`src/rtl/jesd204b_link_ctrl.sv`:
```
// jesd204b_link_ctrl: JESD204B TX link sequencer.
// Drives the lanes through CGS (/K28.5/), a four-multiframe ILAS aligned to
// the LMFC, then DATA where transport-layer frames are forwarded unchanged.
// A run of SYNC_ERR consecutive low SYNC~ cycles during ILAS or DATA sends
// the link back to CGS.
module jesd204b_link_ctrl #(
    parameter int LANES    = 4,
    parameter int F        = 4,
    parameter int K        = 32,
    parameter int SYNC_ERR = 5
) (
    input  logic                       clk,
    input  logic                       rst,
    input  logic                       en,
    input  logic                       sync_n,
    input  logic [14*8-1:0]            ilas_cfg,
    input  logic [LANES*F*8-1:0]       tx_data,
    output logic                       tx_ready,
    output logic [LANES*F*8-1:0]       lane_data,
    output logic [LANES*F-1:0]         lane_charisk,
    output logic [$clog2(K)-1:0]       lmfc_cnt,
    output logic [1:0]                 link_state
);

    localparam int LMFC_W = $clog2(K);
    localparam int ERR_W  = $clog2(SYNC_ERR + 1);
    localparam logic [15:0] LAST_N = 16'(K * F - 1);

    typedef enum logic [1:0] {
        ST_IDLE = 2'd0,
        ST_CGS  = 2'd1,
        ST_ILAS = 2'd2,
        ST_DATA = 2'd3
    } state_t;

    state_t                  state_r;
    state_t                  next_state_s;
    logic [LMFC_W-1:0]       lmfc_r;
    logic [1:0]              ilas_mf_r;
    logic [1:0]              next_mf_s;
    logic [ERR_W-1:0]        sync_err_cnt_r;
    logic [ERR_W-1:0]        next_err_s;
    logic                    mf_end_s;
    logic                    resync_s;
    logic [8:0]              oct_s;
    logic [LANES*F*8-1:0]    lane_data_nxt_s;
    logic [LANES*F-1:0]      charisk_nxt_s;
    logic [LANES*F*8-1:0]    lane_data_r;
    logic [LANES*F-1:0]      lane_charisk_r;

    // ILAS octet n of multiframe mf, returned as {charisk, octet}.
    function automatic logic [8:0] ilas_octet(input logic [1:0] mf,
                                              input logic [15:0] n,
                                              input logic [14*8-1:0] cfg);
        logic [8:0] r;
        logic [3:0] idx;
        idx = 4'd0;
        if (n == 16'd0) begin
            r = {1'b1, 8'h1C};
        end else if (n == LAST_N) begin
            r = {1'b1, 8'h7C};
        end else if ((mf == 2'd1) && (n == 16'd1)) begin
            r = {1'b1, 8'h9C};
        end else if ((mf == 2'd1) && (n >= 16'd2) && (n <= 16'd15)) begin
            idx = n[3:0] - 4'd2;
            r   = {1'b0, cfg[{idx, 3'b000} +: 8]};
        end else begin
            r = {1'b0, n[7:0]};
        end
        return r;
    endfunction

    assign mf_end_s = (lmfc_r == LMFC_W'(K - 1));
    assign resync_s = ((state_r == ST_ILAS) || (state_r == ST_DATA)) && !sync_n &&
                      (sync_err_cnt_r == ERR_W'(SYNC_ERR - 1));

    // Next-state, ILAS multiframe index and SYNC~ error run length.
    always_comb begin
        next_state_s = state_r;
        next_mf_s    = 2'd0;
        next_err_s   = '0;
        if (!en) begin
            next_state_s = ST_IDLE;
        end else if (resync_s) begin
            next_state_s = ST_CGS;
        end else begin
            if (((state_r == ST_ILAS) || (state_r == ST_DATA)) && !sync_n) begin
                next_err_s = sync_err_cnt_r + ERR_W'(1);
            end else begin
                next_err_s = '0;
            end
            case (state_r)
                ST_IDLE: next_state_s = ST_CGS;
                ST_CGS: begin
                    if (sync_n && mf_end_s) begin
                        next_state_s = ST_ILAS;
                    end else begin
                        next_state_s = ST_CGS;
                    end
                end
                ST_ILAS: begin
                    if (mf_end_s) begin
                        next_mf_s = ilas_mf_r + 2'd1;
                        if (ilas_mf_r == 2'd3) begin
                            next_state_s = ST_DATA;
                        end else begin
                            next_state_s = ST_ILAS;
                        end
                    end else begin
                        next_mf_s    = ilas_mf_r;
                        next_state_s = ST_ILAS;
                    end
                end
                ST_DATA: next_state_s = ST_DATA;
                default: next_state_s = ST_IDLE;
            endcase
        end
    end

    // Octets and K flags the lanes will carry next cycle.
    always_comb begin
        lane_data_nxt_s = '0;
        charisk_nxt_s   = '0;
        oct_s           = 9'd0;
        case (state_r)
            ST_IDLE: begin
                lane_data_nxt_s = '0;
                charisk_nxt_s   = '0;
            end
            ST_CGS: begin
                for (int b = 0; b < LANES * F; b++) begin
                    lane_data_nxt_s[b*8 +: 8] = 8'hBC;
                    charisk_nxt_s[b]          = 1'b1;
                end
            end
            ST_ILAS: begin
                for (int i = 0; i < F; i++) begin
                    oct_s = ilas_octet(ilas_mf_r, 16'(lmfc_r) * 16'(F) + 16'(i), ilas_cfg);
                    for (int l = 0; l < LANES; l++) begin
                        lane_data_nxt_s[(l*F+i)*8 +: 8] = oct_s[7:0];
                        charisk_nxt_s[l*F+i]            = oct_s[8];
                    end
                end
            end
            ST_DATA: begin
                lane_data_nxt_s = tx_data;
                charisk_nxt_s   = '0;
            end
            default: begin
                lane_data_nxt_s = '0;
                charisk_nxt_s   = '0;
            end
        endcase
    end

    // State, LMFC counter, counters and registered lane outputs.
    always_ff @(posedge clk) begin
        if (rst) begin
            state_r        <= ST_IDLE;
            lmfc_r         <= '0;
            ilas_mf_r      <= 2'd0;
            sync_err_cnt_r <= '0;
            lane_data_r    <= '0;
            lane_charisk_r <= '0;
        end else begin
            state_r        <= next_state_s;
            lmfc_r         <= mf_end_s ? '0 : lmfc_r + LMFC_W'(1);
            ilas_mf_r      <= next_mf_s;
            sync_err_cnt_r <= next_err_s;
            lane_data_r    <= lane_data_nxt_s;
            lane_charisk_r <= charisk_nxt_s;
        end
    end

    assign tx_ready     = (state_r == ST_DATA);
    assign lane_data    = lane_data_r;
    assign lane_charisk = lane_charisk_r;
    assign lmfc_cnt     = lmfc_r;
    assign link_state   = state_r;

endmodule

```
`config.mk`:
```
export PLATFORM = sky130hd
export DESIGN_NAME = jesd204b_link_ctrl
export DESIGN_NICKNAME = d
export VERILOG_FILES = /design/src/rtl/jesd204b_link_ctrl.sv
export SDC_FILE = /design/constraint.sdc
export NUM_CORES = 1
export LEC_CHECK = 0
export CAP_MARGIN = 20
export CORE_AREA = 4 4 151 153
export DETAILED_ROUTE_END_ITERATION = 12
export DIE_AREA = 0 0 155 157
export GPL_TIMING_DRIVEN = 0
export PLACE_DENSITY_LB_ADDON = 0.2
export SETUP_SLACK_MARGIN = 0.3
export SLEW_MARGIN = 20
export SYNTH_ARGS = -nofsm -noshare
export SYNTH_HDL_FRONTEND = slang
export SYNTH_SLANG_ARGS = --single-unit
```
`constraint.sdc`:
```
create_clock -name clk -period 2.9 [get_ports clk]
set_input_delay 0.435 -clock clk [delete_from_list [all_inputs] [get_ports clk]]
set_output_delay 0.435 -clock clk [all_outputs]
set_load 0.05 [all_outputs]
```
layers.png
Scale bar: 50 microns.
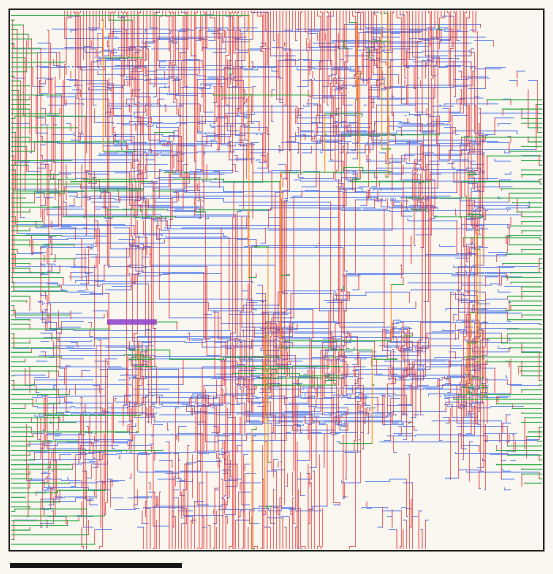
M3 -> green  # wire length 2,670 microns
M4 -> orange  # wire length 645 microns
M5 -> purple  # wire length 12.9 microns
M2 -> red  # wire length 14,500 microns
M1 -> blue  # wire length 11,700 microns
final WL: 29,500 microns
Via Count: 6,552
mean routed wirelength per cell: 21.6 microns
GRT Overall Usage: 23.1%

gates.png
Scale bar: 50 microns.
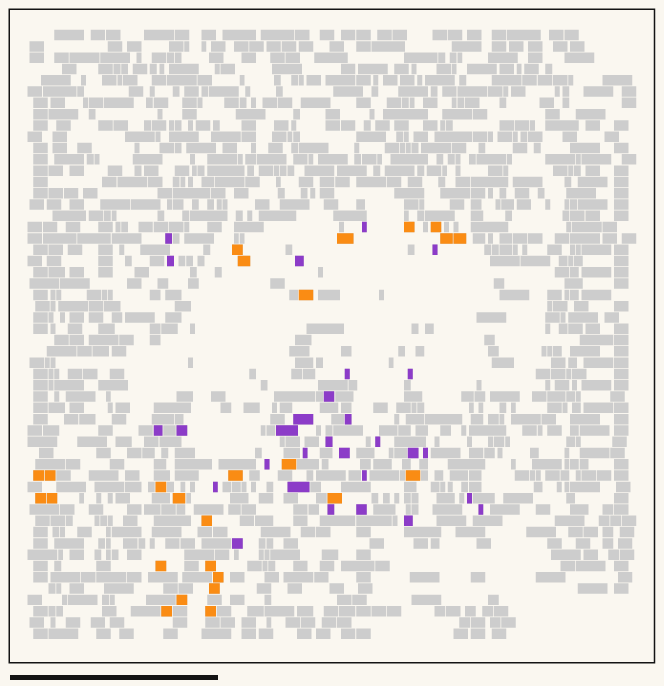
non-inverting ao/oa cells -> orange  # cells 26
nor cells -> purple  # cells 29
Layout Cells excl Fill: 1,365
Commonest Layout Cell: clkdlybuf4s50_1
Comb/total area: 25.9%

clock_wires.png
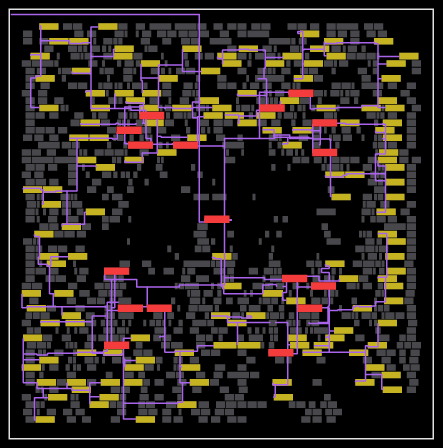
flip-flops -> yellow  # count 144
clock-net drivers -> red  # count 17
clock wires -> purple  # length 2,140 microns
flops lie = widely spread
routed clock nets = 18
clock skew: 0.0116 ns
clk pwr: 2180 uW
clk_lat worst skew: 0.43 ns

==> results_slide.txt <==
Implementation Results

Final timing
  – Final WS setup: 0.387 ns
  – Total Neg Setup Slack: 0 ns
  – Worst hold margin: between 0.4 and 0.5 ns

Setup path
  – CP Capture Point: tx_ready
  – Worst path cell trace: ha_1 > clkdlybuf4s50_1
  – Buf/Inv on CP: 1
  – Reg2reg setup slack: 0.41 ns
  – Crit path from: link_state[0]
  – Worst reg2reg endpoint: lane_data[103]
  – CP top delay family: buffers and inverters
  – Path depth of the worst reg2reg path: 10

Finish
  – Most frequent cells in the layout: 395 x clkdlybuf4s50_1, 145 x nand2_1, 141 x dfxtp_1, 87 x a21oi_1, 28 x clkbuf_1
  – MI comb cells: 436

Run
  – Log Warnings: 33

Die
  – Die width: roughly 160 microns
  – Core area: 21,600 sq um

GRT
  – First-pass GRT wire length: 41,500 microns
  – Largest net degree at the start of global routing: 17
  – Met1 usage: between 20 and 30%

Place
  – Placed cell area: 10,300 sq um
  – Detailed placement HPWL: 23,700 microns

Synthesis
  – Synth Area in Compound Gates: a little under a fifth
  – Commonest cells post-synth: 145 x nand2_1, 144 x dfxtp_1, 87 x a21oi_1
  – Xor+xnor area frac: 0.586%
  – Simple-gate portion of the synthesized area: 15.3%
  – Yosys chip area: 5980 sq um

Route
  – Initial drt markers: approximately 350
  – Max layer used: met5

Clock tree
  – Clock-pin slew on the worst setup and hold paths: about 0.060 ns

Min path
  – Min-Delay Path Class: register to register

Run status
  – Status: finished clean
[power breakdown]
group          internal (uW)  total (uW)  switching, uW
logic                    557        1060            498
registers               2030        2050           24.3
clock network           1220        2180            958
[state kept, by name, summed over array words and instances, names as in the netlist]
signal and flops:
lane_data 128, lmfc_cnt 5, lane_charisk 4, sync_err_cnt_r 3
ilas_mf_r 2, link_state 2
[repair_timing]
item,CTS,global route
cloned,0,0
resized,35,19
endpoints found under the setup margin,97,86
setup buffers,2,5
hold buffers,0,0
[cell families after synthesis]
| family | Yosys count |
|---|---|
| compound gates | 179 |
| xor+xnor | 4 |
| simple gates | 207 |
| mux | 35 |
| fa+ha+maj | 11 |
| flops | 144 |
| buf+inv | 69 |
No activity file was given, so power comes from the tool's default toggle rates.
